Design uart_rx_8n1, sky130hd; sources not shown.
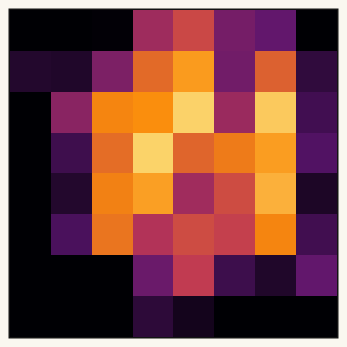
Run 1: cell density map
Scale: 4 px per µm. The die is cut into 8 by 8 equal tiles; black is low, pale yellow is high, 0 to 100% covered.
- tiles over 75% full: 13%
- emptiest ninth of the die: lower left
- densest ninth of the die: centre
- nearly empty tiles: 27%
- mean over tiles: 33%
- fullest tile: 90%
initial standard-cell utilization of the core: 27.7%
total core area: 5890 µm²
end-of-flow core utilization: 39.3%

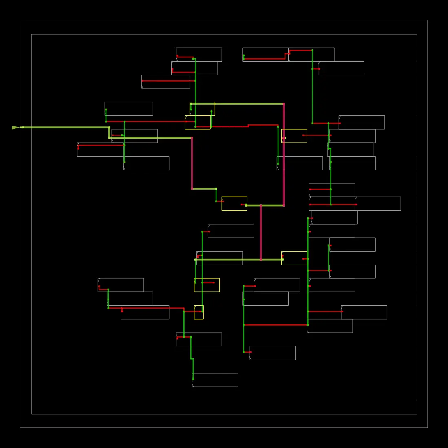
Run 1: clock nets
Flop Count: 35
clock latency at the later pin of the worst-skew pair: 290 ps

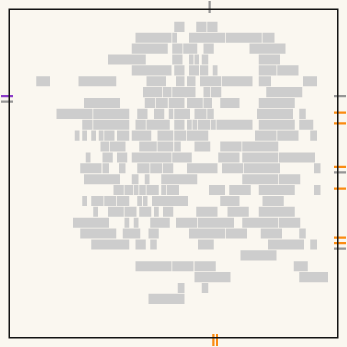
Run 1: pin map
Scale: 4 px per µm. Pins as bars across the die edge, other pins in grey.
- data: orange (pins 8; direction output; edge 6 right, 2 bottom)
- clk: purple (pins 1; direction input; edge left)
- all pins by edge: 9 right, 2 left, 2 bottom, 1 top
Die Wd: 81.7 µm
die outline height: 81.7 µm
number of buffers inserted by port buffering: 13

==> notes.md, run 1 <==
The flow ran to the end, and the final reports show no timing, DRC or antenna violations. Number of clock sinks: 35. In the layout the commonest cells are 32 x sky130_fd_sc_hd__dfrtp_1, 18 x sky130_fd_sc_hd__buf_4, 17 x sky130_fd_sc_hd__mux2_4.

The clock tree synthesis step divided the H-tree into 2 levels. With the count of cells along the worst register-to-register path at 5, the post-synthesis sequential area ratio is 53.8%. The number of DRC violations after detailed routing is 0. The run gives 134 for the yosys cell count. Setup repair after global routing could not meet its margin everywhere. The run gives 0 as the count of maximum capacitance violations.

STA classifies the critical path startpoint as a flop. The type of the worst min-delay path is reg -> reg. For this run, the detailed router reports a per-instance via density of 4.62. The number of antenna diodes in the final layout is 0.

The run gives 13.2 µm for the mean routed wirelength per cell. The run gives 0 for the number of enable flip-flop cells. During synthesis, Yosys emitted a total of 0 warnings.

Entering global routing, the biggest net connects 36 pins. The area of the mapped netlist is 1630 µm². The number of antenna violations at the first check in global routing is 0. Counting pins that exceed their max-slew limit in the final report gives 0. The run gives 1,160 for the via count. The endpoint class of the critical path is a flop. For the worst setup path, the data required time is 2080 ps. The number of hold buffers added after CTS was 0. The largest fanout of any net on the critical path is 8, and the number of warnings the tools reported is 31. For the detailed router's first-iteration violation count, the log shows 64. The tools report the arrival time of data at the critical path endpoint as 1950 ps.

Per the final timing report, the hold violations number 0. The synthesis area per yosys is 1630 µm², and the total detailed-routing wirelength is 3.31 mm. The final timing report derives a shortest allowable period of 1980 ps. The run gives 0 for the number of cells on the worst hold path. The floorplan report gives the top-level pin count as 14. The worst VDD IR drop from the latest analysis is 199 µV. In this run, distinct cell masters in the synthesized netlist total 37. The clock-pin slew on the worst setup and hold paths is 70 ps, and the placed wire-length estimate is 2.15 mm. The logs give 1,186 for the number of global-route vias before repair and 6680 µm² for the total die size. Global routing used 10.8% of the available tracks.

The logs give 130 ps for the setup slack of the worst register-to-register path and 571 for the count of filler cells inserted in the layout. The leading register cell type out of synthesis was sky130_fd_sc_hd__dfrtp_1. Counting flops and latches in the post-synthesis netlist gives 35.

The register with the most flip-flops in the layout has 9 of them. The synthesized instance count is 134. In the log, the iteration count for the first detailed-route pass is 4. In the final timing run, aggregate negative setup slack is 0 ps.

The tree is rooted in a sky130_fd_sc_hd__clkbuf_8. The highest clock rate this design can be run at is 505 MHz. For the leftover overflow at the end of global routing, the log shows 0.

The CTS report gives the tree buffer count as 5. TritonCTS built the clock tree. In this run the tightest slew margin relative to its limit is 73.6%.

The worst-margin pin slew is 392 ps, and the total nets after synthesis is 142. Critical path class: reg -> reg. For this design the static power due to leakage is 1.08 nW. Endpoints with negative setup slack in the final report add up to 0. With the area growth from synthesis to final layout at 41.8%, the mean instance size in the synthesized netlist is 12.2 µm².
## run 1: logic make-up (layout without fill, tap and decap cells)
group / count (synthesis) / after routing / share of synthesized area, %
AND/OR/NAND/NOR: 45 / 45 / 15.8
adder cells (fa/ha/maj): 5 / 5 / 3.83
multiplexers: 17 / 17 / 13.6
AND-OR/OR-AND: 14 / 15 / 5.98
flip-flops: 35 / 35 / 53.8
XOR/XNOR: 7 / 7 / 3.76
buffers and inverters: 11 / 52 / 3.22
## run 1: cell type report
cell class	count	area, µm²	share of cell area, %
inverter	6	25.0	1.08
timing repair buffer	39	329	14.2
multi-input combinational	89	898	38.8
clock inverter	1	5.00	0.216
sequential	35	880	38.0
clock buffer	6	82.6	3.57
tap	75	93.8	4.06
## run 1: layer usage
layer / vias up / track usage [%] / part of all wire (%)
met5: - / 0 / 0
met3: 9 / 3.85 / 4.7
met2: 24 / 17.7 / 49
met1: 578 / 12.9 / 45
li1: 549 / - / -
met4: 0 / 4.67 / 1.7
## run 1: worst max-delay path, stage by stage (launching register included)
cell and delay (ps):
sky130_fd_sc_hd__dfrtp_1 400, sky130_fd_sc_hd__buf_4 160, sky130_fd_sc_hd__nand2b_2 240, sky130_fd_sc_hd__or3_4 410
sky130_fd_sc_hd__buf_8 160, sky130_fd_sc_hd__mux2_4 290
## run 1: what timing repair did
action / 4_1_cts / 5_1_grt
resized: 59 / 23
buffers inserted: 9 / 3
gates cloned: 0 / 1
setup endpoints to repair: 40 / 41
pin swaps: 7 / 10
## run 1: per-stage QoR
stage          util, %  std cells  worst slack, ps  total power, W  area, µm²
5_1_grt           39.3        251             74.2         0.00123       2310
3_3_place_gp      33.2        231             80.8        0.000713       1950
3_5_place_dp      33.2        231             23.8        0.000714       1950
4_1_cts           38.8        247             64.0         0.00120       2280
2_1_floorplan        -        134              174        0.000690       1640
6_report          39.3        251              129         0.00118       2310
## run 1: cells in the mapped netlist (2+ instances only)
cell type,number,share of area (%)
sky130_fd_sc_hd__nor2b_1,4,1.5
sky130_fd_sc_hd__inv_1,6,1.4
sky130_fd_sc_hd__a22o_1,2,1.1
sky130_fd_sc_hd__mux2_4,8,7.4
sky130_fd_sc_hd__o211ai_1,2,0.92
sky130_fd_sc_hd__nand3_1,5,1.5
sky130_fd_sc_hd__nand2b_1,3,1.2
sky130_fd_sc_hd__a21oi_1,2,0.61
sky130_fd_sc_hd__nand4bb_1,2,1.4
sky130_fd_sc_hd__nor3_1,2,0.61
sky130_fd_sc_hd__nor2_1,15,3.5
sky130_fd_sc_hd__xor2_1,2,1.1
sky130_fd_sc_hd__nand4b_1,2,1.1
sky130_fd_sc_hd__clkbuf_1,3,0.69
sky130_fd_sc_hd__o21ai_0,3,0.92
sky130_fd_sc_hd__nand2_1,3,0.69
sky130_fd_sc_hd__xnor2_1,5,2.7
sky130_fd_sc_hd__mux2_2,9,6.2
sky130_fd_sc_hd__dfrtp_1,33,51
sky130_fd_sc_hd__ha_1,5,3.8
sky130_fd_sc_hd__dfstp_2,2,3.2
## run 1: power breakdown
group	total (W)	switching, W	internal (W)
logic	0.0000252	0.0000155	0.00000964
registers	0.000675	0.000000765	0.000674
clock network	0.000480	0.000224	0.000256
total	0.00118	0.000240	0.000940
## Run 2: what changed since run 1
--- a/config.mk
+++ b/config.mk
@@ -10,7 +10,7 @@
 export CORE_UTILIZATION = 27
 export DETAILED_ROUTE_END_ITERATION = 8
 export HOLD_SLACK_MARGIN = 0.1
-export PLACE_DENSITY_LB_ADDON = 0.25
+export PLACE_DENSITY_LB_ADDON = 0.08
 export SETUP_SLACK_MARGIN = 0.3
 export SYNTH_ARGS = -nofsm -noshare
 export SYNTH_HDL_FRONTEND = slang
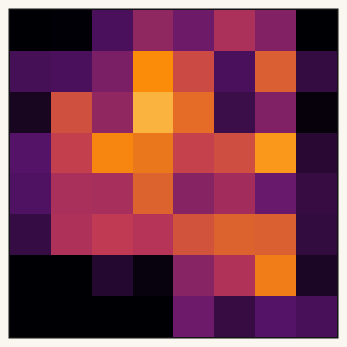
Run 2: cell density map
Scale: 4 px per µm. The die is cut into 8 by 8 equal tiles; black is low, pale yellow is high, 0 to 100% covered.
- fullest tile: 84%
- nearly empty tiles: 16%
- emptiest ninth of the die: lower left
end-of-flow core utilization: 38.9%

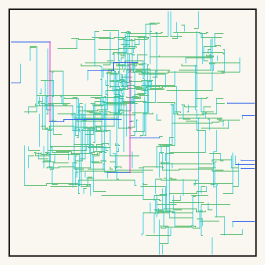
Run 2: metal layers overlaid
Scale: 3 px per µm.
- M4: magenta (wire length 63.2 µm)
- M2: cyan (wire length 1,620 µm)
- M1: green (wire length 1,610 µm)
- M3: blue (wire length 112 µm)
wire length after detailed routing: 3.41 mm
total global routing track utilization: 11.7%

==> notes.md, run 2 <==
The area fraction in compound gates after synthesis works out to 5.98% (unchanged). Family with the most delay on the worst path: simple AND/OR/NAND/NOR gates. Endpoint class of the critical path: a flop. Sorting the synthesized cells by how often they occur yields 33 x sky130_fd_sc_hd__dfrtp_1, 15 x sky130_fd_sc_hd__nor2_1, 9 x sky130_fd_sc_hd__mux2_2, 8 x sky130_fd_sc_hd__mux2_4, 6 x sky130_fd_sc_hd__inv_1. For the number of cells produced by synthesis, the log shows 134 (unchanged). The adder and majority cell fraction of the synthesized area works out to 3.83% (unchanged).

The worst stage delay on the critical path came out at 390 ps (-20 ps). The run gives 13.6% (unchanged) for the multiplexer area fraction after synthesis. The number of max-slew violations in the final report is 0 (unchanged). The critical-path cell with the highest stage delay was sky130_fd_sc_hd__dfrtp_1. The run gives 12.2 µm² (unchanged) for the mean instance size in the synthesized netlist. The top cell types in the final layout, fill and taps aside, are 33 x sky130_fd_sc_hd__dfrtp_1, 17 x sky130_fd_sc_hd__mux2_4, 15 x sky130_fd_sc_hd__nor2_1. The count of pins on the block boundary came out at 14 (unchanged).

The worst-margin pin slew was 338 ps (-54.2 ps); the final standard cell area without fillers was 2290 µm² (-0.97%). The logs give 134 (unchanged) for the yosys cell count and 37 (unchanged) for the distinct cell type count of the synthesized netlist. The largest net degree at the start of global routing is 36 (unchanged). The number of global-route vias before repair came out at 1,200 (+1.2%). Of all cell types, the one taking the most synthesized area is sky130_fd_sc_hd__dfrtp_1.

The worst relative slew slack was 77.4% (+3.8 points); the total die size was 6680 µm² (unchanged). The logs give 0 (unchanged) for the number of DRC violations after detailed routing and 5890 µm² (unchanged) for the area of the core. The run gives 0 (unchanged) for the number of antenna violations at the first check in global routing. The tools report the synthesis area per yosys as 1630 µm² (unchanged). Via count: 1,136 (-2.1%). The leftover overflow at the end of global routing came out at 0 (unchanged).

Vertical die dimension: 81.7 µm (unchanged). The arrival time of data at the critical path endpoint was 1950 ps (about the same). The number of vias per cell is 4.58 (-0.88%).

The final setup violation count is 0 (unchanged), and the placed wire-length estimate is 2.23 mm (+3.6%). The number of cells on the worst hold path works out to 0 (unchanged). Type of the worst min-delay path: reg -> reg. The run gives 31 (unchanged) for the number of warnings the tools reported. The standby leakage power came out at 1.07 nW (-0.55%). The synthesized flop and latch total was 35 (unchanged). Final critical path time including I/O delays and setup: 1980 ps (-2.59 ps).

The largest fanout of any net on the critical path is 8 (unchanged), and the total nets after synthesis is 142 (unchanged). The count of maximum capacitance violations came out at 0 (unchanged). The area fraction in and, or, nand and nor cells is 15.8% (unchanged). The clock-pin slew on the worst setup and hold paths works out to 70 ps (about the same). The highest ir drop seen on vdd was 237 µV (+19%). With the horizontal die size at 81.7 µm (unchanged), the maximum frequency from static timing analysis is 505 MHz (+0.13%). The run gives 23 (-64%) as the detailed router's first-iteration violation count. The count of cells along the worst register-to-register path came out at 7 (+2).

The length of the first detailed-routing pass in iterations is 4 (unchanged), and the critical path buffer and inverter count is 2 (unchanged). The number of enable flip-flop cells is 0 (unchanged), and the deepest level of the CTS H-tree is 2 (unchanged). The run gives 27.7% (unchanged) as the effective utilization at floorplan.

TritonCTS built the clock tree. The clock insertion delay at the later pin of the skew report was 290 ps (about the same). The depth of the critical timing path with buffers and inverters included is 7 (+2). The run gives 1960 µm² (+0.64%) for the area of placed instances. The fraction of synthesized cell area taken by the top area cell type came out at 50.6% (unchanged).

The flow ran to the end, and the final reports show no timing, DRC or antenna violations. In the synthesized netlist, the dominant kind of combinational cell is simple AND/OR/NAND/NOR gates. The run gives 130 ps (about the same) for the setup slack of the worst register-to-register path. For reference, the most critical setup path is categorized as reg -> reg.

The flip-flop count of the largest register, all copies and words added is 9 (unchanged), and the xor/xnor share of the synthesized area is 3.76% (unchanged). The mean routed wirelength per cell is 13.7 µm (+4.4%), and the required time of the critical path is 2090 ps (about the same). Setup repair after global routing could not meet its margin everywhere. The run gives 0 (unchanged) as the number of diodes added for antenna fixing. The cell at the root of the clock tree is sky130_fd_sc_hd__clkbuf_8. The tools report the setup total negative slack as 0 ps (unchanged).
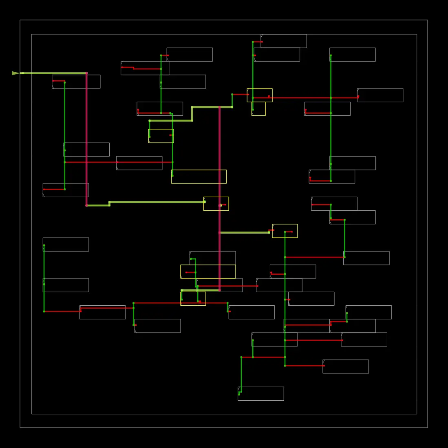
Run 2: clock nets
number of clock buffers in the layout: 5
CTS buffer count: 5
number of sinks handled by clock tree synthesis: 35

==> run 2: logic make-up (layout without fill, tap and decap cells) <==
kind of cell / Yosys count / count (layout)
XOR/XNOR: 7 / 7
adder cells (fa/ha/maj): 5 / 5
multiplexers: 17 / 17
flip-flops: 35 / 35
buffers and inverters: 11 / 49
AND/OR/NAND/NOR: 45 / 45
AND-OR/OR-AND: 14 / 15
==> run 2: cell type report <==
cell class,count,area [µm²]
clock buffers,5,68.8
well taps,75,93.8
fillers,579,3590
flip-flops and latches,35,878
inverters,6,25.0
repair buffers,35,308
multi-input cells,89,850
clock inverters,3,67.6
==> run 2: repair_timing <==
item / in CTS / in global routing
gates cloned: 0 / 1
pin swaps: 9 / 2
setup buffers: 8 / 0
endpoints found under the setup margin: 41 / 40
gates resized: 58 / 16
==> run 2: per-stage QoR <==
stage | hold slack (ps) | instances | setup WS, ps | power [W]
finish | 160 | 248 | 132 | 0.00143
global route | 170 | 248 | 58.8 | 0.00149
floorplan | 137 | 134 | 174 | 0.000690
detailed placement | 152 | 231 | 49.3 | 0.000715
global placement | 147 | 231 | 63.8 | 0.000714
CTS | 163 | 247 | 141 | 0.00145
==> run 2: worst register-to-register path, cell delays in order (launching register included) <==
cell and delay, ps:
sky130_fd_sc_hd__dfrtp_1 390, sky130_fd_sc_hd__inv_2 80, sky130_fd_sc_hd__ha_4 120, sky130_fd_sc_hd__nor2b_4 130
sky130_fd_sc_hd__nand4_2 120, sky130_fd_sc_hd__or3_4 370, sky130_fd_sc_hd__buf_8 160, sky130_fd_sc_hd__mux2_4 290
==> run 2: per-layer routing <==
layer | up-vias | share of wire [%] | global-route usage (%)
li1 | 539 | - | -
met1 | 578 | 47 | 14.7
met2 | 13 | 48 | 18.5
met3 | 6 | 3.3 | 3.63
met4 | 0 | 1.8 | 5.00
met5 | - | 0 | 0
==> run 2: power by group <==
group          switching, W  leakage, nW  internal [W]
Combinational     0.0000163        0.543    0.00000969
Sequential      0.000000758        0.467      0.000674
Clock              0.000255       0.0644      0.000471
Total              0.000272         1.07       0.00115
Power figures rest on the tool's default switching activity, not on a simulated workload.
